Design cplink_slave_seq, sky130hd; sources not shown.
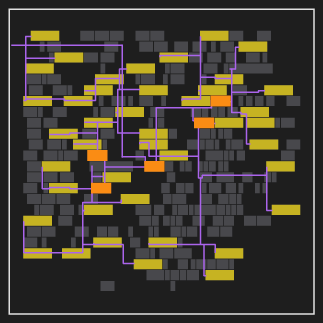
Fig. 1. Clock wires, drivers and flops.
Drawn at 4 px/micron.
[orange] clock-net drivers | count: 5
[purple] clock wires | length: 537 microns
[yellow] flip-flops | count: 42
flops lie: spread over the die
Clk Latency, worst-skew pair: 0.29 ns
clock group share of total power: 0.286

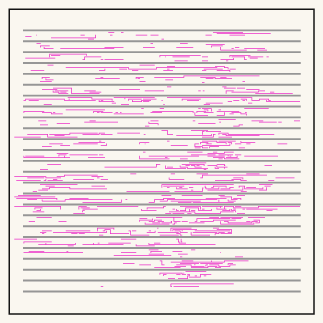
Fig. 2. Metal 1.
Drawn at 4 px/micron. Supply wires on this layer in grey.
share of all routed wire: 50%
nets with wire on the layer: 248
longest straight run: 21.2 microns
wire length on this layer: 1,900 microns
DR vias: 1,500
grt met1 use: 0.193
total wire length: 3.82 mm

==> results_slide.txt <==
Key Metrics from the Run

Run status
  – Outcome: finished clean

Die
  – FP Core Util: 0.408
  – Die X: 75.8 microns
  – Core Box Area: 4530 sq um

Worst setup path
  – CP endpoint kind: register
  – Reg-to-reg slack, setup: 0.91 ns
  – Buffering stage count on the worst path with inverters included: 1
  – Critical Path Most Common Cell: nand2_1
  – Setup crit start kind: register

Timing
  – Worst Skew: 0.00587 ns
  – Slew HR: 0.528
  – Worst slew pin tran: 0.707 ns
  – Final setup fails: 0
  – RSZ-0062 raised after global routing: no

Finish
  – Final cell count without fillers: 312
  – Number of fill cells in the layout: 435
  – Most frequent cells in the layout: clkdlybuf4s50_1 (43), dfxtp_1 (42), nor2_1 (39)

Synth
  – Syn avg cell area: 9.08 sq um
  – Compound Share, Synth: 0.130
  – Synth Flop Type: dfxtp_1
  – Simple-Gate Area Share: 0.193
  – Post-Syn Instances: 204
  – Synth Net Count: 230
  – Yosys warning count: 0
  – Mux area share: 0.135
  – Synth Cell Area: 1850 sq um
  – Area reported by Yosys stat: 1850 sq um

Power and ir drop
  – Comb power frac: 0.322
  – Leakage: 1.01 nW
  – Total chip power: 0.00182 W
  – Cell Pwr Density: 739 nW/um^2

CTS
  – Post-CTS Setup Inserts: 0
  – CTS tree: yes
  – # clock sinks: 42
  – Inserted Clock Buffers: 5

Detailed routing
  – DRC violations left: 0
  – Final ANT Viol Nets: 0
  – WL/cell: 12.2 microns
  – 1st-pass router iterations: 4
  – Vias per inst: 4.81
  – Drt first-iter violations: 104

Global routing
  – Total track usage: 0.140
  – Initial antenna violation count: 0
  – Largest net degree at the start of global routing: 23
  – First-pass GRT wire length: 6.24 mm
  – Vias in the first global route: 1,373

Run
  – Tool warnings: 28

Placed design
  – # port buffers: 43
  – DPL Wire Length: 2.72 mm

Worst hold path
  – Hold Path Class: register to register
## synth_stat cells, types with 2 or more instances
cell      instances  share of area
clkbuf_1          6          0.012
nor2b_1           5          0.017
a31oi_1           2         0.0068
or3_1             4          0.014
o21ai_0           5          0.014
a211oi_1          4          0.016
nor3b_1           2         0.0081
a21oi_1           7          0.019
o31ai_1           2         0.0081
inv_1            12          0.024
o32ai_1           3          0.014
a21boi_0          2         0.0081
o21ai_2           2         0.0095
mux2i_1          25           0.14
dfxtp_1          42           0.45
ha_1              4          0.027
and2_1            3          0.010
nor2_1           39          0.079
nand2_1          11          0.022
buf_2             3         0.0081
## metrics by stage
step           instance area, sq um  utilization
4_1_cts                        2470        0.544
3_5_place_dp                   2330        0.514
3_3_place_gp                   2330        0.514
5_1_grt                        2470        0.544
6_report                       2470        0.544
2_1_floorplan                  1850            -
## power by group through the flow
stage | combinational, W | clock [W] | sequential (W)
3_5_place_dp | 0.000582 | 0 | 0.000727
3_3_place_gp | 0.000588 | 0 | 0.000731
6_report | 0.000587 | 0.000521 | 0.000716
4_1_cts | 0.000585 | 0.000539 | 0.000716
2_1_floorplan | 0.000453 | 0 | 0.000685
5_1_grt | 0.000653 | 0.000556 | 0.000733
## routing by layer
| layer | track usage | vias up | share of wire |
|---|---|---|---|
| met5 | 0 | - | 0 |
| met4 | 0.0408 | 0 | 0.0071 |
| met3 | 0.0435 | 2 | 0.051 |
| met2 | 0.211 | 38 | 0.44 |
| met1 | 0.193 | 672 | 0.50 |
| li1 | - | 788 | - |
## cell type report
class,count,area (sq um),share of cell area
clock buffer,5,68.8,0.0279
clock inverter,3,68.8,0.0279
tap,65,81.3,0.0330
timing repair buffer,46,453,0.184
inverter,12,45.0,0.0183
sequential,42,841,0.341
multi-input combinational,139,910,0.369
Power and IR drop assume default switching activity.
